Design pattern_history_table_flat, sky130hd; sources not shown.
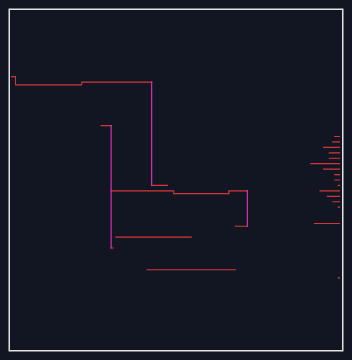
wires.png
Scale: 4 px per um. Two of the layers only.
- red: metal 3 (wire length 165 um)
- magenta: metal 4 (wire length 65.3 um)
average detailed-routed wire length per instance: 18.2 um
final routed wirelength across all metal layers: 4.30 mm

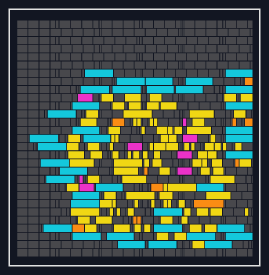
placement_by_type.png
Scale: 3 px per um. Fill, decap, tap and diode cells in grey.
- orange: other buffers and delay cells (cells 11; share of their area 4.3%)
- yellow: combinational and other logic (cells 102; share of their area 47%)
- cyan: flops (cells 38; share of their area 44%)
- magenta: clock drivers and dummy loads (cells 8; share of their area 4.1%)
cell area after layout: 2300 um2
number of placement rows: 29

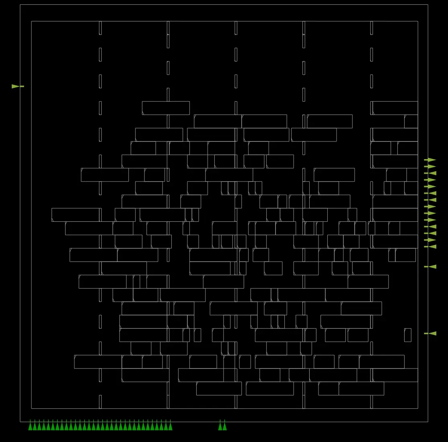
placement.png
Well-Tap Cells: 77
core region area: 6200 um2
Flop Count: 38

==> report_table.html <==
<h3>Flow metrics</h3>
<table>
<tr><th>Metric</th><th>Value</th></tr>
<tr><th colspan="2">Yosys</th></tr>
<tr><td>List of most frequent post-synthesis cells</td><td>sky130_fd_sc_hd__mux2_2 (30), sky130_fd_sc_hd__dfrtp_1 (22), sky130_fd_sc_hd__dfstp_2 (16)</td></tr>
<tr><td>Count of cell types in the netlist</td><td>31</td></tr>
<tr><td>Top cells, area</td><td>sky130_fd_sc_hd__dfrtp_1 (26%), sky130_fd_sc_hd__dfstp_2 (20%), sky130_fd_sc_hd__mux2_2 (16%)</td></tr>
<tr><td>Cells after synthesis</td><td>150</td></tr>
<tr><td>Mean Syn Cell Area</td><td>13.9 um2</td></tr>
<tr><td>Share of synthesized registers carrying an async set or reset</td><td>1.00</td></tr>
<tr><td>Mapped Area</td><td>2080 um2</td></tr>
<tr><td>Number of enable flip-flop cells</td><td>0</td></tr>
<tr><td>Largest area contributor in the netlist</td><td>sky130_fd_sc_hd__dfrtp_1</td></tr>
<tr><td>Yosys Instances</td><td>150</td></tr>
<tr><td>Total nets after synthesis</td><td>193</td></tr>
<tr><td>Portion of synthesized cell area occupied by the leading cell type</td><td>0.264</td></tr>
<tr><td>Yosys top cell by instances</td><td>sky130_fd_sc_hd__mux2_2</td></tr>
<tr><td>Post-synth area from yosys stat</td><td>2080 um2</td></tr>
<tr><th colspan="2">Timing</th></tr>
<tr><td>Setup-failing EPs final</td><td>0</td></tr>
<tr><td>Transition time at the pin with the least slew margin</td><td>0.890 ns</td></tr>
<tr><td>Final Hold Violating Endpoints</td><td>0</td></tr>
<tr><td>Setup TNS Final</td><td>0 ns</td></tr>
<tr><td>Ratio of final minimum period to clock period</td><td>0.640</td></tr>
<tr><td>Crit path time final</td><td>2.37 ns</td></tr>
<tr><td>Pins Over Slew Limit</td><td>0</td></tr>
<tr><td>Worst slew margin</td><td>0.406</td></tr>
<tr><td>FMAX</td><td>0.422 GHz</td></tr>
<tr><td>Clock Skew</td><td>0.00521 ns</td></tr>
<tr><th colspan="2">Global route</th></tr>
<tr><td>Wire length of the first global-routing pass</td><td>7.27 mm</td></tr>
<tr><td>Number of global-route vias before repair</td><td>roughly 1400</td></tr>
<tr><td>Pin count of the biggest net entering global routing</td><td>22</td></tr>
<tr><td>Global-route congestion overflow total</td><td>0</td></tr>
<tr><td>Combined global-route utilization of all metal layers</td><td>0.134</td></tr>
<tr><th colspan="2">Power and ir drop</th></tr>
<tr><td>Share of power burned in the clock network</td><td>0.212</td></tr>
<tr><td>Switching power</td><td>0.412 mW</td></tr>
<tr><td>Worst voltage drop across the vdd grid</td><td>262 uV</td></tr>
<tr><td>Power share of the sequential group</td><td>0.524</td></tr>
<tr><td>Total power per unit cell area</td><td>around 590 nW/um2</td></tr>
<tr><td>Switch share</td><td>0.304</td></tr>
<tr><td>Comb power frac</td><td>0.265</td></tr>
<tr><td>Static leakage</td><td>0.956 nW</td></tr>
<tr><th colspan="2">Clock tree</th></tr>
<tr><td>CTS tree</td><td>built</td></tr>
<tr><td>Post-CTS setup buffers</td><td>0</td></tr>
<tr><td>CTS Hold Buffers Added</td><td>0</td></tr>
<tr><td>Clock Sinks</td><td>38</td></tr>
<tr><td>Clock latency at the later pin of the worst-skew pair</td><td>about 0.29 ns</td></tr>
<tr><td>TritonCTS Buffers</td><td>5</td></tr>
<tr><td>H-tree depth</td><td>2</td></tr>
<tr><th colspan="2">Placement</th></tr>
<tr><td>Hpwl dp</td><td>3.33 mm</td></tr>
<tr><th colspan="2">Die</th></tr>
<tr><td>Full die area</td><td>7060 um2</td></tr>
<tr><td>I/O pin cnt</td><td>51</td></tr>
<tr><td>Core Density at Floorplan</td><td>0.336</td></tr>
<tr><th colspan="2">Worst setup path</th></tr>
<tr><td>Slowest Stage Delay on Critical Path</td><td>0.41 ns</td></tr>
<tr><td>Cell-by-cell trace of the critical path</td><td>buf_1, mux4_2, a22oi_2, nand3_2, maj3_2, buf_6, mux2_2</td></tr>
<tr><td>Worst setup SP type</td><td>primary input</td></tr>
<tr><td>Combined buffer and inverter count along the critical path</td><td>2</td></tr>
<tr><td>Depth of the most critical reg-to-reg path</td><td>6</td></tr>
<tr><td>Setup crit end kind</td><td>register</td></tr>
<tr><td>Required time reported for the critical path endpoint</td><td>3.87 ns</td></tr>
<tr><td>Number of cells on the critical path</td><td>7</td></tr>
<tr><td>CP max FO</td><td>10</td></tr>
<tr><th colspan="2">Cells and area</th></tr>
<tr><td>Inserted Diodes</td><td>0</td></tr>
<tr><td>Core Util, Final</td><td>0.370</td></tr>
<tr><td>Most common logic cells in the final layout</td><td>sky130_fd_sc_hd__mux2_2 (30), sky130_fd_sc_hd__dfrtp_1 (22), sky130_fd_sc_hd__dfstp_2 (16)</td></tr>
<tr><th colspan="2">Route</th></tr>
<tr><td>DR pass1 iterations</td><td>4</td></tr>
<tr><td>Final ANT Viol Nets</td><td>0</td></tr>
<tr><td>Detailed-route via count</td><td>1219</td></tr>
<tr><td>Vias per std cell</td><td>5.17</td></tr>
<tr><td>Detailed router's first-iteration violation count</td><td>28</td></tr>
<tr><td>Post-route DRC violation count</td><td>0</td></tr>
<tr><th colspan="2">Run status</th></tr>
<tr><td>Outcome</td><td>complete, no violations</td></tr>
<tr><th colspan="2">Min path</th></tr>
<tr><td>Class of the most critical hold timing path</td><td>primary input to register</td></tr>
<tr><th colspan="2">Run</th></tr>
<tr><td>Total tool warning count</td><td>about 56</td></tr>
</table>
==> power groups by stage <==
| stage | sequential (mW) | combinational, mW | clock (mW) |
|---|---|---|---|
| 4_1_cts | 0.711 | 0.364 | 0.296 |
| 6_report | 0.709 | 0.359 | 0.287 |
| 3_3_place_gp | 0.706 | 0.351 | 0 |
| 3_5_place_dp | 0.719 | 0.361 | 0 |
| 2_1_floorplan | 0.686 | 0.300 | 0 |
| 5_1_grt | 0.726 | 0.392 | 0.316 |
==> cells by family after synthesis <==
logic type | count (synthesis) | share of synthesized area
muxes | 51 | 0.359
DFF | 38 | 0.466
adders and majority gates | 2 | 0.0108
and+or+nand+nor | 39 | 0.0961
xor gates and xnor gates | 4 | 0.0168
buffers and inverters | 12 | 0.0360
AOI/OAI and AO/OA | 4 | 0.0156
==> metal layers <==
| layer | vias to the layer above | global-route usage | part of all wire | wire, um |
|---|---|---|---|---|
| li1 | 568 | - | - | - |
| met2 | 26 | 0.216 | 0.46 | 1970 |
| met5 | - | 0 | 0 | 0 |
| met4 | 0 | 0.0492 | 0.015 | 65 |
| met1 | 618 | 0.177 | 0.49 | 2090 |
| met3 | 7 | 0.0302 | 0.038 | 165 |
==> final cells by class <==
class	instances	area (um2)
multi-input combinational	100	1040
sequential	38	971
buffer	10	67.6
inverter	2	7.51
clock buffer	8	90.1
timing repair buffer	1	27.5
tap	77	96.3
fill	610	3910
==> stage by stage <==
stage	instance area [um2]	worst slack, ns	hold WS [ns]	power [mW]
2_1_floorplan	2080	1.34	0.489	0.986
3_3_place_gp	2180	1.06	0.511	1.06
3_5_place_dp	2210	1.03	0.521	1.08
4_1_cts	2300	1.34	0.284	1.37
5_1_grt	2300	1.28	0.277	1.43
6_report	2300	1.33	0.292	1.35
No activity file was given, so power comes from the tool's default toggle rates.
